==> src/rtl/bc_bo_pkg.sv <==
//------------------------------------------------------------------------------
// Module  : bc_bo_pkg
// Brief   : Definitions shared by the BC controller and the bo_datapath.
// Revision: 1.0 - initial release
//------------------------------------------------------------------------------
`default_nettype none

package bc_bo_pkg;

    localparam logic H_SEL_X = 1'b1;
    localparam logic H_SEL_S = 1'b0;

    localparam int W_DEF  = 8;
    localparam int CW_DEF = 4;

    // The strobe bundle that BC drives into the datapath each cycle.
    typedef struct packed {
        logic lx;
        logic ls;
        logic lh;
        logic h;
    } bc_strobe_t;

endpackage : bc_bo_pkg

`default_nettype wire

==> src/rtl/bo_datapath_if.sv <==
//------------------------------------------------------------------------------
// Module  : bo_datapath_if
// Brief   : Control strobes, operand bus and result bus between BC and the datapath.
// Revision: 1.0 - initial release
//------------------------------------------------------------------------------
`default_nettype none

interface bo_datapath_if
    import bc_bo_pkg::*;
#(
    parameter int W  = W_DEF,
    parameter int CW = CW_DEF
) ();

    logic          lx;
    logic          ls;
    logic          lh;
    logic          h_sel;
    logic          ovf_clr;
    logic [W-1:0]  x_in;
    logic [W-1:0]  x_out;
    logic [W-1:0]  h_out;
    logic [W-1:0]  s_out;
    logic          s_valid;
    logic          carry;
    logic          ovf;
    logic [CW-1:0] ls_cnt;

    modport master (
        output lx, ls, lh, h_sel, ovf_clr, x_in,
        input  x_out, h_out, s_out, s_valid, carry, ovf, ls_cnt
    );

    modport slave (
        input  lx, ls, lh, h_sel, ovf_clr, x_in,
        output x_out, h_out, s_out, s_valid, carry, ovf, ls_cnt
    );

endinterface : bo_datapath_if

`default_nettype wire

==> src/rtl/bo_adder.sv <==
//------------------------------------------------------------------------------
// Module  : bo_adder
// Brief   : Unsigned W-bit adder returning {carry, sum}.
// Revision: 1.0 - initial release
//------------------------------------------------------------------------------
`default_nettype none

module bo_adder #(
    parameter int W = 8
) (
    input  wire logic [W-1:0] i_a,
    input  wire logic [W-1:0] i_b,
    output logic      [W:0]   o_sum
);

    assign o_sum = {1'b0, i_a} + {1'b0, i_b};

endmodule : bo_adder

`default_nettype wire

==> src/rtl/bo_datapath.sv <==
//------------------------------------------------------------------------------
// Module  : bo_datapath
// Brief   : X/H/S register set with H mux and S = H + X adder, driven by BC strobes.
// Revision: 1.0 - initial release
//------------------------------------------------------------------------------
`default_nettype none

module bo_datapath
    import bc_bo_pkg::*;
#(
    parameter int W  = W_DEF,
    parameter int CW = CW_DEF
) (
    input  wire logic    clk,
    input  wire logic    rst,
    bo_datapath_if.slave bus
);

    bc_strobe_t    w_strb;
    logic [W-1:0]  w_mux;
    logic [W:0]    w_add;

    logic [W-1:0]  r_x;
    logic [W-1:0]  r_h;
    logic [W-1:0]  r_s;
    logic          r_carry;
    logic          r_ovf;
    logic          r_s_valid;
    logic [CW-1:0] r_cnt;

    assign w_strb = '{lx: bus.lx, ls: bus.ls, lh: bus.lh, h: bus.h_sel};

    always_comb begin
        w_mux = r_s;
        case (w_strb.h)
            H_SEL_X: w_mux = r_x;
            H_SEL_S: w_mux = r_s;
            default: w_mux = r_s;
        endcase
    end

    bo_adder #(
        .W (W)
    ) u_adder (
        .i_a   (r_h),
        .i_b   (r_x),
        .o_sum (w_add)
    );

    // All registers sample pre-edge values, so any strobe combination is safe.
    always_ff @(posedge clk) begin
        if (rst) begin
            r_x       <= '0;
            r_h       <= '0;
            r_s       <= '0;
            r_carry   <= 1'b0;
            r_ovf     <= 1'b0;
            r_s_valid <= 1'b0;
            r_cnt     <= '0;
        end else begin
            if (w_strb.lx) r_x <= bus.x_in;
            if (w_strb.lh) r_h <= w_mux;
            if (w_strb.ls) begin
                r_s     <= w_add[W-1:0];
                r_carry <= w_add[W];
                r_cnt   <= r_cnt + CW'(1);
            end
            r_s_valid <= w_strb.ls;
            // A carry in the clearing cycle still sets the flag.
            r_ovf     <= (bus.ovf_clr ? 1'b0 : r_ovf) | (w_strb.ls & w_add[W]);
        end
    end

    assign bus.x_out   = r_x;
    assign bus.h_out   = r_h;
    assign bus.s_out   = r_s;
    assign bus.s_valid = r_s_valid;
    assign bus.carry   = r_carry;
    assign bus.ovf     = r_ovf;
    assign bus.ls_cnt  = r_cnt;

endmodule : bo_datapath

`default_nettype wire
==> src/flat_wrapper.sv <==
// flat-port wrapper written by rule: the top's interface ports become plain ports
module bo_datapath_flat import bc_bo_pkg::*;
#(
    parameter int W  = W_DEF,
    parameter int CW = CW_DEF
)
  (clk, rst, bus_lx, bus_ls, bus_lh, bus_h_sel, bus_ovf_clr, bus_x_in, bus_x_out, bus_h_out, bus_s_out, bus_s_valid, bus_carry, bus_ovf, bus_ls_cnt);
  bo_datapath_if #(.W(W), .CW(CW)) bus_i ();
  input  wire logic clk;
  input  wire logic rst;
  input wire logic [$bits(bus_i.lx)-1:0] bus_lx;
  input wire logic [$bits(bus_i.ls)-1:0] bus_ls;
  input wire logic [$bits(bus_i.lh)-1:0] bus_lh;
  input wire logic [$bits(bus_i.h_sel)-1:0] bus_h_sel;
  input wire logic [$bits(bus_i.ovf_clr)-1:0] bus_ovf_clr;
  input wire logic [$bits(bus_i.x_in)-1:0] bus_x_in;
  output wire logic [$bits(bus_i.x_out)-1:0] bus_x_out;
  output wire logic [$bits(bus_i.h_out)-1:0] bus_h_out;
  output wire logic [$bits(bus_i.s_out)-1:0] bus_s_out;
  output wire logic [$bits(bus_i.s_valid)-1:0] bus_s_valid;
  output wire logic [$bits(bus_i.carry)-1:0] bus_carry;
  output wire logic [$bits(bus_i.ovf)-1:0] bus_ovf;
  output wire logic [$bits(bus_i.ls_cnt)-1:0] bus_ls_cnt;
  assign bus_i.lx = bus_lx;
  assign bus_i.ls = bus_ls;
  assign bus_i.lh = bus_lh;
  assign bus_i.h_sel = bus_h_sel;
  assign bus_i.ovf_clr = bus_ovf_clr;
  assign bus_i.x_in = bus_x_in;
  assign bus_x_out = bus_i.x_out;
  assign bus_h_out = bus_i.h_out;
  assign bus_s_out = bus_i.s_out;
  assign bus_s_valid = bus_i.s_valid;
  assign bus_carry = bus_i.carry;
  assign bus_ovf = bus_i.ovf;
  assign bus_ls_cnt = bus_i.ls_cnt;
  bo_datapath #(.W(W), .CW(CW)) u_core (.clk(clk), .rst(rst), .bus(bus_i));
endmodule
==> config.mk <==
export PLATFORM = sky130hd
export DESIGN_NAME = bo_datapath_flat
export DESIGN_NICKNAME = d
export VERILOG_FILES = /design/src/rtl/bc_bo_pkg.sv /design/src/rtl/bo_datapath_if.sv /design/src/rtl/bo_adder.sv /design/src/rtl/bo_datapath.sv /design/src/flat_wrapper.sv
export SDC_FILE = /design/constraint.sdc
export NUM_CORES = 1
export LEC_CHECK = 0
export ABC_AREA = 1
export CORE_MARGIN = 2
export CORE_UTILIZATION = 45
export DETAILED_ROUTE_END_ITERATION = 7
export GPL_ROUTABILITY_DRIVEN = 0
export PLACE_DENSITY = 0.77
export SYNTH_ARGS = -nofsm -noshare
export SYNTH_HDL_FRONTEND = slang
export SYNTH_SLANG_ARGS = --single-unit
==> constraint.sdc <==
create_clock -name clk -period 2 [get_ports clk]
set_input_delay 0.2 -clock clk [delete_from_list [all_inputs] [get_ports clk]]
set_output_delay 0.2 -clock clk [all_outputs]
set_load 0.01 [all_outputs]
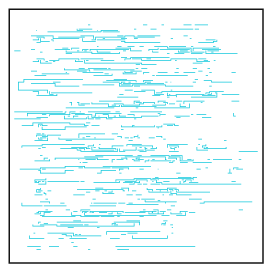
(signal wires on met1)
Scale: 4 px per um.
260 nets have wire on it. The layer carries 1690 um of wire. The layer holds 48% of the routed length. The longest straight run is 19.8 um. The wires run mostly horizontal.
Vias: 1521
met1 Use GR: 25.3%

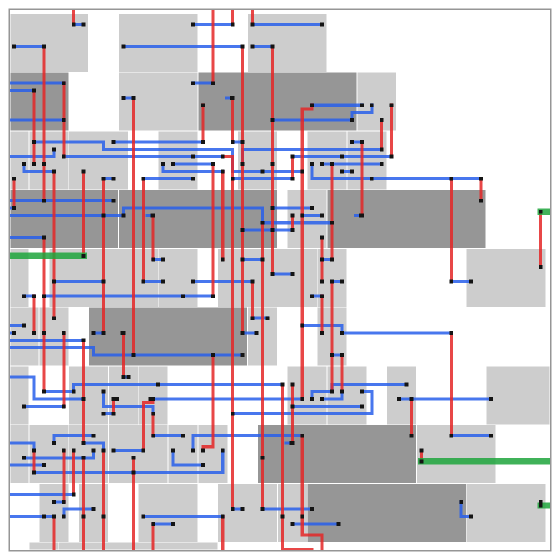
(close-up of the layout)
Region (35, 35) to (60, 60) um. Cells in gray, sequential cells in the stronger gray; small squares are vias.
Key: green = metal 3; red = metal 2; blue = metal 1
Netlist names of flops here include u_core.bus.ls_cnt (4), u_core.bus.s_out (2). 48 logic cells have their middle in the window. Sequential cells in the window: 7. Most frequent: clkdlybuf4s50_1 (8), nor2_1 (7), dfxtp_1 (7).

==> flow_summary.json <==
{
  "wl_met1_mm": 1.69,
  "syn_nets": 243,
  "power_sequential_w": 0.000698,
  "netlist_instances": 218,
  "overflow": 0,
  "synth-seq-cells": 31,
  "aoi_share_pct": 13.2,
  "ys_sh_adder_pct": 8.45,
  "clkCellAreaFrac_pct": 4.00,
  "finalSetupViolations": 0,
  "r2r_slack_ns": 0.37,
  "p_int_w": 0.00112,
  "synth-edff-count": 0,
  "core_area_um2": 3340,
  "comb.multi_input.count": 151,
  "post-place-ws_ns": 0.385,
  "arrival_ns": 1.88,
  "wl_met3_um": 256,
  "critPathSlowestCell": "fa_1",
  "critPathMostFrequentCell": "nand2_1",
  "async_flop_share_pct": 0,
  "xor_share_pct": 0.558,
  "seq_power_share_pct": 45.5,
  "ys_sh_mux_pct": 0,
  "worst_pin_slew_ns": 0.553,
  "fin_nets": 293,
  "end_kind": "register",
  "fin_util_pct": 64.7,
  "yosysChipArea_um2": 1570,
  "ys_sh_simple_pct": 28.5,
  "tritoncts": "done",
  "drv_cap": 0,
  "path_buffers": 1,
  "yosysSeqAreaShare_pct": 39.5,
  "ys.flop_type": "dfxtp_1",
  "yosys-top-cells-count": "44 x nand2_1, 36 x nor2_1, 31 x dfxtp_1, 29 x inv_1, 19 x nand3_1",
  "hp-start": "bus_x_in[0]",
  "worst_ir_drop_vdd_uv": 449,
  "hold_depth": 3,
  "firstDrtPassIters": 4,
  "synth_top_cell_by_area": "dfxtp_1",
  "ant_nets": 0,
  "nWellTaps": 46,
  "top_logic_kind": "simple AND/OR/NAND/NOR gates",
  "power_w": 0.00153,
  "layout_top_cells": "45 x clkdlybuf4s50_1, 44 x nand2_1, 36 x nor2_1",
  "synth.avg_cell_area_um2": 7.20,
  "hold_ws_ns": 0.425,
  "cts.sinks": 31,
  "highest_layer": "met4",
  "cp_cell_sequence": "ha_1 -> fa_1 -> nand2_1 -> nand2_1 -> nand3_1 -> nand2_1 -> nand2_1 -> nand3_1 -> nand2_1 -> inv_1",
  "netlist_area_um2": 1570,
  "reg2regPathDepth": 10,
  "crit_type": "register to register",
  "gr-max-usage-layer": "met2",
  "postRouteWirelength_mm": 3.53,
  "clkPwrFrac_pct": 33.6,
  "relSlewSlack_pct": 63.1,
  "grt_use_total_pct": 20.8,
  "numCtsBuffers": 5,
  "cts_setup_buffers": 0,
  "grt_pass1_vias": 1477,
  "drive_gt1_share_pct": 6.32,
  "cpLargestDelayFamily": "adder cells",
  "inverters": 29,
  "avgRoutedWirePerCell_um": 11.2,
  "yosys_warnings": 0,
  "crit_path_start": "u_core.bus.h_out[0]",
  "hold_violations": 0,
  "drtIter0Drc": 57,
  "run_status": "complete, no violations",
  "insertion_delay_ns": 0.34,
  "routed-wl-met2_mm": 1.52,
  "most_common_cell": "nand2_1"
}
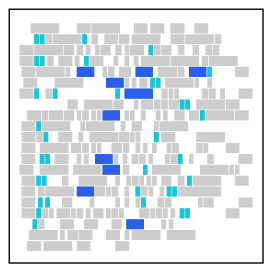
(selected gate families)
Scale: 4 px per um.
Key: cyan = NOR gates [cells 36, most used nor2_1]; blue = adder and majority cells [cells 10, most used ha_1]
logic share of the area: 36.9%
Non-Filler Instances: 315
Top cell excl fill/tap: clkdlybuf4s50_1

